File: config.mk
export PLATFORM = sky130hd
export DESIGN_NAME = ram_fifo
export DESIGN_NICKNAME = d
export VERILOG_FILES = /design/src/rtl/ram_fifo.sv
export SDC_FILE = /design/constraint.sdc
export NUM_CORES = 1
export LEC_CHECK = 0
export CORE_MARGIN = 8
export CORE_UTILIZATION = 37
export CTS_CLUSTER_DIAMETER = 150
export DETAILED_ROUTE_END_ITERATION = 10
export GPL_TIMING_DRIVEN = 0
export SLEW_MARGIN = 20
export SYNTH_ARGS = -nofsm -noshare
export SYNTH_HDL_FRONTEND = slang
export SYNTH_SLANG_ARGS = --single-unit
File: constraint.sdc
create_clock -name clk -period 8.8 [get_ports clk]
set_input_delay 1.76 -clock clk [delete_from_list [all_inputs] [get_ports clk]]
set_output_delay 1.76 -clock clk [all_outputs]
set_load 0.01 [all_outputs]
File: src/rtl/ram_fifo.sv
// Synchronous FIFO on a simple dual-port array with registered read data,
// occupancy flags derived from a registered count, and sticky error flags.
module ram_fifo #(
  parameter int ADDRESS_WIDTH      = 4,
  parameter int DATA_WIDTH         = 8,
  parameter int ALMOST_FULL_LEVEL  = 2**ADDRESS_WIDTH - 2,
  parameter int ALMOST_EMPTY_LEVEL = 2
) (
  input  logic                   clk,
  input  logic                   rst,
  input  logic                   wrEn,
  input  logic [DATA_WIDTH-1:0]  din,
  input  logic                   rdEn,
  output logic [DATA_WIDTH-1:0]  dout,
  output logic                   doutValid,
  output logic                   full,
  output logic                   empty,
  output logic                   almostFull,
  output logic                   almostEmpty,
  output logic [ADDRESS_WIDTH:0] count,
  output logic                   overflow,
  output logic                   underflow,
  input  logic                   clrErr
);

  localparam int DEPTH = 2**ADDRESS_WIDTH;
  localparam logic [ADDRESS_WIDTH:0] DEPTH_CNT = (ADDRESS_WIDTH+1)'(DEPTH);
  localparam logic [ADDRESS_WIDTH:0] AF_LEVEL  = (ADDRESS_WIDTH+1)'(ALMOST_FULL_LEVEL);
  localparam logic [ADDRESS_WIDTH:0] AE_LEVEL  = (ADDRESS_WIDTH+1)'(ALMOST_EMPTY_LEVEL);

  logic [DATA_WIDTH-1:0]    mem [DEPTH];
  logic [ADDRESS_WIDTH-1:0] wr_ptr_reg;
  logic [ADDRESS_WIDTH-1:0] rd_ptr_reg;
  logic [ADDRESS_WIDTH:0]   count_reg;
  logic [ADDRESS_WIDTH:0]   count_next;
  logic [DATA_WIDTH-1:0]    dout_reg;
  logic                     dout_valid_reg;
  logic                     overflow_reg;
  logic                     underflow_reg;
  logic                     wr_accept;
  logic                     rd_accept;

  // Full blocks writes and empty blocks reads, which yields read-only
  // acceptance when full and write-only acceptance when empty.
  assign wr_accept = wrEn && !full;
  assign rd_accept = rdEn && !empty;

  always_comb begin
    count_next = count_reg;
    case ({wr_accept, rd_accept})
      2'b10:   count_next = count_reg + 1'b1;
      2'b01:   count_next = count_reg - 1'b1;
      default: count_next = count_reg;
    endcase
  end

  // Storage has no reset so it maps onto block RAM.
  always_ff @(posedge clk) begin
    if (wr_accept)
      mem[wr_ptr_reg] <= din;
  end

  always_ff @(posedge clk or posedge rst) begin
    if (rst) begin
      wr_ptr_reg     <= '0;
      rd_ptr_reg     <= '0;
      count_reg      <= '0;
      dout_reg       <= '0;
      dout_valid_reg <= 1'b0;
      overflow_reg   <= 1'b0;
      underflow_reg  <= 1'b0;
    end else begin
      count_reg      <= count_next;
      dout_valid_reg <= rd_accept;
      if (wr_accept)
        wr_ptr_reg <= wr_ptr_reg + 1'b1;
      if (rd_accept) begin
        rd_ptr_reg <= rd_ptr_reg + 1'b1;
        dout_reg   <= mem[rd_ptr_reg];
      end
      // A new error event wins over a clear in the same cycle.
      if (wrEn && full)
        overflow_reg <= 1'b1;
      else if (clrErr)
        overflow_reg <= 1'b0;
      if (rdEn && empty)
        underflow_reg <= 1'b1;
      else if (clrErr)
        underflow_reg <= 1'b0;
    end
  end

  assign dout        = dout_reg;
  assign doutValid   = dout_valid_reg;
  assign count       = count_reg;
  assign full        = (count_reg == DEPTH_CNT);
  assign empty       = (count_reg == '0);
  assign almostFull  = (count_reg >= AF_LEVEL);
  assign almostEmpty = (count_reg <= AE_LEVEL);
  assign overflow    = overflow_reg;
  assign underflow   = underflow_reg;

endmodule

### Register map, names as in the netlist, run 1

(3 px per um) Other sequential cells in the stronger gray, the rest of the logic in the fainter gray.
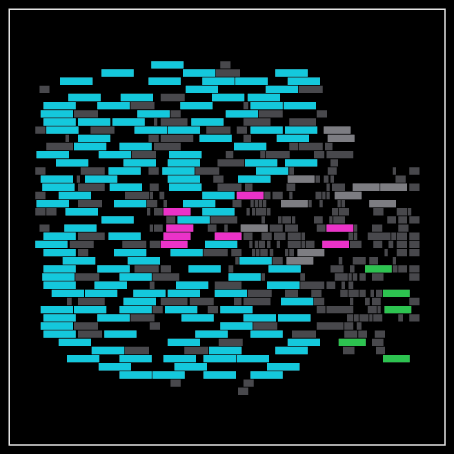
Key: magenta = `dout` [flops 8]; green = `count` [flops 5]; cyan = `mem` [flops 128]

### Routing congestion, run 1

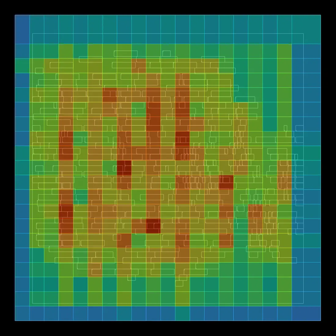
met1 track demand over resource: 0.164
Routed WL per cell: 20.2 um
Tot GR Track Use: 0.129
met2 usage: 0.203

### Metal 1, run 1

(4 px per um) Supply wires on this layer in gray.
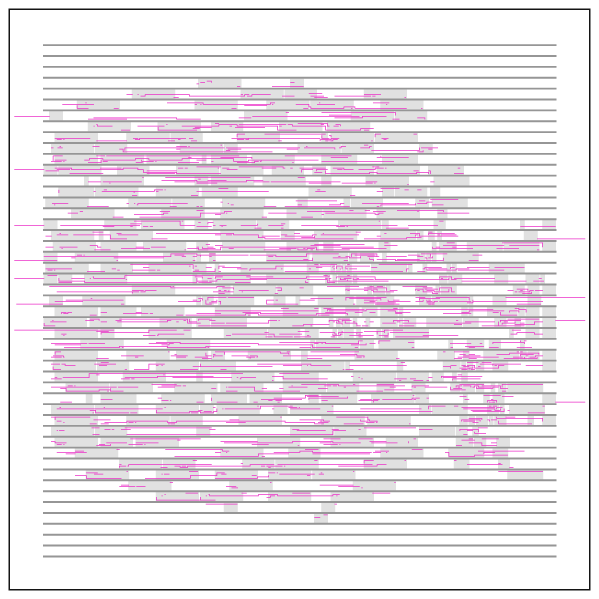
367 nets have wire on it. The layer holds 44% of the routed length. The wires run mostly horizontal.

==> run 1: power breakdown <==
part / leakage, nW / internal [mW] / switching [mW]
Clock: 0.253 / 0.387 / 0.275
Sequential: 1.45 / 0.894 / 0.0570
Combinational: 0.789 / 0.339 / 0.379
Total: 2.49 / 1.62 / 0.711
==> run 1: routing by layer <==
layer	GRT usage	up-vias
met1	0.164	1533
met4	0.0444	0
met2	0.203	90
li1	-	1395
met5	0	-
met3	0.0400	6
==> run 1: final cells by class <==
type                       instances  area share
buffer                            19      0.0149
clock buffer                      20      0.0598
clock inverter                    11      0.0139
inverter                           8     0.00411
multi-input combinational        147       0.215
sequential                       152       0.608
tap                              220      0.0377
timing repair buffer              34      0.0459
==> results.sh, run 1 <==
# flow metrics
export IMPL_outcome="completed"
export IMPL_ys_sh_mux=0.145
export IMPL_chip_area_um2=21000
export IMPL_top_cell="edfxtp_1"
export IMPL_path_depth=4
export IMPL_place_gp_congestion=0.742
export IMPL_layout_top_cell="edfxtp_1"
export IMPL_final_cells=611
export IMPL_r2r_end="count[4]$_DFFE_PP0P_"
export IMPL_power_density_nw_per_um2=319
export IMPL_totalNegativeSetupSlack_ps=0
export IMPL_yosys_most_used_dff="edfxtp_1"
export IMPL_fp_nets=348
export IMPL_final_hold_violation_count=0
export IMPL_synthArstFlopShare=0.158
export IMPL_cap_violations=0
export IMPL_startpoint_type="flip-flop"
export IMPL_cts_root_buf="clkbuf_16"
export IMPL_top_layer="met4"
export IMPL_viasPerCell=4.95
export IMPL_whs_path_depth=2
export IMPL_synth_xor_area_share=0.0143
export IMPL_portBuffers=32
export IMPL_critical_path_max_fanout=9
export IMPL_setup_ws_ps=4860
export IMPL_aoi_share=0.0330
export IMPL_grt_setup_unrepaired="false"
export IMPL_wl_met2_um=6060
export IMPL_drtIter0Drc=187
export IMPL_crit_end="empty"
export IMPL_layout_drive_gt1_share=0.217
export IMPL_yosysWarnings=0
export IMPL_cts_tree="yes"
export IMPL_m1WireLength_um=5390
export IMPL_min_delay_start="dout[6]$_DFFE_PP0P_"
export IMPL_ioPinCount=33
export IMPL_relSlewSlack=0.358
export IMPL_worst_pin_slew_ps=959
export IMPL_final_util=0.445
export IMPL_hold_path_end="dout[6]$_DFFE_PP0P_"
export IMPL_drc=0
export IMPL_period_minus_slack_ps=3940
export IMPL_combGateArea_um2=1570
export IMPL_core_um2=16400
export IMPL_required_ps=7040
export IMPL_numCtsBuffers=17
export IMPL_largest_reg_flops=128
export IMPL_ant_nets=0
export IMPL_wirelength_um=12400
export IMPL_holdBufCountCts=0
==> inputs of run 2 (changes only) <==
- clock period: 8.8 -> 3.6 ns (I/O delays scaled with it)
### Metal 1, run 2

(4 px per um) Supply wires on this layer in gray.
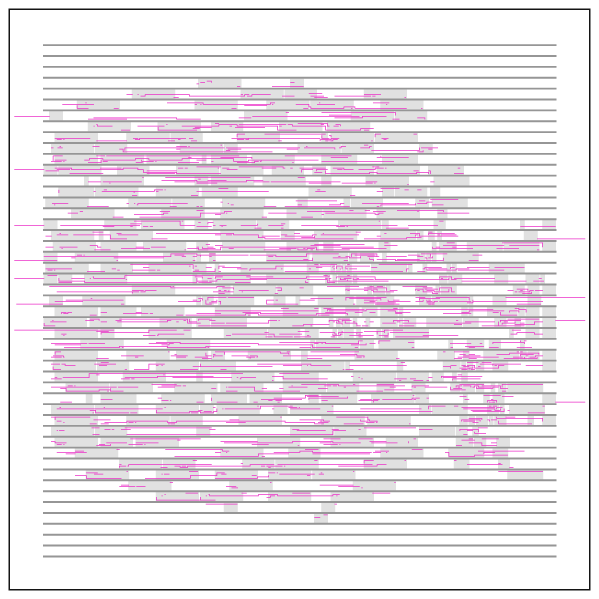
The layer holds 44% of the routed length. The layer carries 5390 um of wire. 367 nets have wire on it.

==> run 2 against run 1 <==
Count of clock-buffer cells in the layout unchanged. Register-to-register slack got worse by 5200 ps. Sequential cell count unchanged. Combinational power increased by 140%. Global-route usage unchanged. Routed wire length unchanged. First-iteration DRC count unchanged. Via count unchanged. Critical path type is now reg -> reg. Critical endpoint is now count[4]$_DFFE_PP0P_. Largest power group unchanged.
==> results.sh, run 2 <==
# flow metrics
export IMPL_path_depth=13
export IMPL_whs_path_depth=2
export IMPL_required_ps=3900
export IMPL_ant_nets=0
export IMPL_clkbuf_count=20
export IMPL_comb_cells=147
export IMPL_grt_util_all_layers=0.129
export IMPL_setup_ws_ps=554
export IMPL_clock_cell_area_share=0.0737
export IMPL_min_delay_start="dout[6]$_DFFE_PP0P_"
export IMPL_period_minus_slack_ps=3050
export IMPL_outcome="completed"
export IMPL_holdBufCountCts=0
export IMPL_dominant_cells="flip-flops and latches"
export IMPL_drtIter0Drc=187
export IMPL_grt_util_met1=0.164
export IMPL_final_cells=611
export IMPL_viasPerCell=4.95
export IMPL_portBuffers=32
export IMPL_grt_setup_unrepaired="false"
export IMPL_cap_violations=0
export IMPL_numCtsBuffers=17
export IMPL_relSlewSlack=0.358
export IMPL_flop_count=152
export IMPL_buffers=53
export IMPL_drc=0
export IMPL_place_gp_congestion=0.742
export IMPL_wl_met2_um=6060
### Routing congestion, run 2

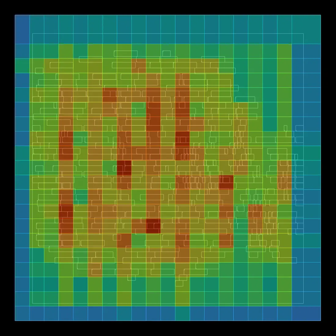
GR Util met3: 0.0400
global route hottest layer: met2
Util after Layout: 0.445

-- run 2: cell counts in the layout (fill, tap and decap cells not counted) --
Identical to the previous run, type by type.
-- run 2: report_power, final --
part,switching (mW),internal (mW)
Sequential,0.139,2.18
Clock,0.672,0.947
Combinational,0.926,0.829
-- run 2: cells by family (layout without fill, tap and decap cells) --
| kind of cell | Yosys count | in the layout | synth area share |
|---|---|---|---|
| flip-flops | 152 | 152 | 0.724 |
| AND/OR/NAND/NOR | 54 | 54 | 0.0420 |
| AND-OR/OR-AND | 25 | 25 | 0.0330 |
| multiplexers | 49 | 49 | 0.145 |
| adder cells (fa/ha/maj) | 9 | 9 | 0.0184 |
| XOR/XNOR | 10 | 10 | 0.0143 |
| buffers and inverters | 27 | 92 | 0.0226 |
==> inputs of run 3 (changes only) <==
- clock period: 3.6 -> 2.8 ns (I/O delays scaled with it)
==> run 3 against run 2 <==
Total power is 31% higher. Via count rose by 1.9%. Clock skew rose by 4.8 ps. Final cell count is 0.82% higher. Sequential power up 29%. Critical endpoint is now full. Largest cell class unchanged.
==> results.sh, run 3 <==
# flow metrics
export IMPL_ys_seq_share=0.724
export IMPL_place_gp_congestion=0.778
export IMPL_whs_path_depth=2
export IMPL_synth_area_um2=6140
export IMPL_viasPerCell=5.00
export IMPL_portBuffers=32
export IMPL_outcome="completed"
export IMPL_maxSlewViolCount=0
export IMPL_intPower_mw=5.15
export IMPL_aoi_share=0.0330
export IMPL_dpl_cell_area_um2=6770
export IMPL_cap_violations=0
export IMPL_grt_util_met1=0.159
export IMPL_ant_nets=0
export IMPL_top_usage_layer="met2"
export IMPL_required_ps=2240
export IMPL_relSlewSlack=0.319
export IMPL_wl_met2_um=6170
export IMPL_ys_sh_mux=0.145
export IMPL_final_util=0.452
export IMPL_period_minus_slack_ps=2720
export IMPL_switching_share=0.313
export IMPL_final_cells=616
export IMPL_path_depth=4
export IMPL_holdBufCountCts=0
export IMPL_synthTopLogicFamily="multiplexers"
export IMPL_numCtsBuffers=17
export IMPL_min_delay_start="dout[6]$_DFFE_PP0P_"
export IMPL_power_frac_clock=0.293
export IMPL_grt_util_all_layers=0.128
export IMPL_hpwlAfterDp_um=8110
export IMPL_drc=0
export IMPL_ys_sh_simple=0.0420
export IMPL_p_sw_mw=2.34
export IMPL_drtIter0Drc=119
export IMPL_comb_power_share=0.308
export IMPL_synth_xor_area_share=0.0143
export IMPL_syn_inst=326
export IMPL_setup_ws_ps=77.1
export IMPL_ys_sh_adder=0.0184
export IMPL_cts_clk_slew_worst_paths_ps=60
export IMPL_power_frac_seq=0.399
export IMPL_met2_usage=0.207
## run 3: cell counts after synthesis
Identical to the previous run, type by type.
## run 3: power by group through the flow
stage / combinational [mW] / sequential [mW] / clock [mW]
3_5_place_dp: 2.31 / 3.03 / 0
5_1_grt: 2.51 / 3.02 / 2.31
6_report: 2.31 / 2.99 / 2.20
2_1_floorplan: 1.48 / 3.02 / 0
3_3_place_gp: 2.24 / 3.02 / 0
4_1_cts: 2.33 / 2.99 / 2.23
## run 3: area by class of cell
type	instances	area share
sequential	152	0.600
multi-input combinational	147	0.216
clock buffer	18	0.0579
timing repair buffer	38	0.0496
tap	220	0.0371
clock inverter	14	0.0184
buffer	19	0.0171
inverter	8	0.00405
### Wiring by layer, run 3

(3 px per um) Only two layers are drawn.
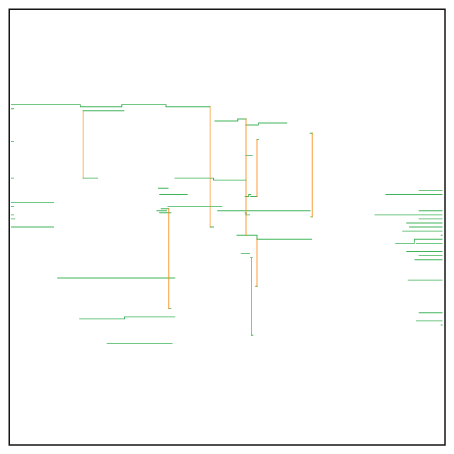
Key: orange = metal 4 [wire length 223 um]; green = metal 3 [wire length 555 um]

### Metal 1, run 3

(4 px per um) Supply wires on this layer in gray.
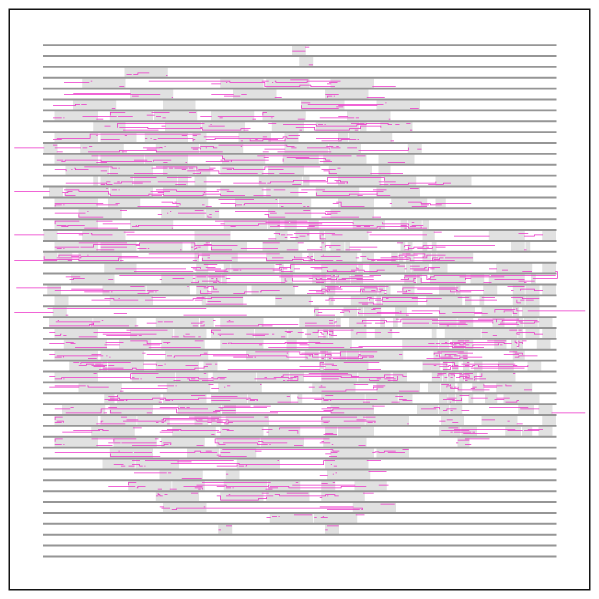
The longest straight run is 52.9 um. 374 nets have wire on it. The layer carries 5410 um of wire. The wires run mostly horizontal. The layer holds 44% of the routed length.

Power is estimated from default activity; no workload was simulated.
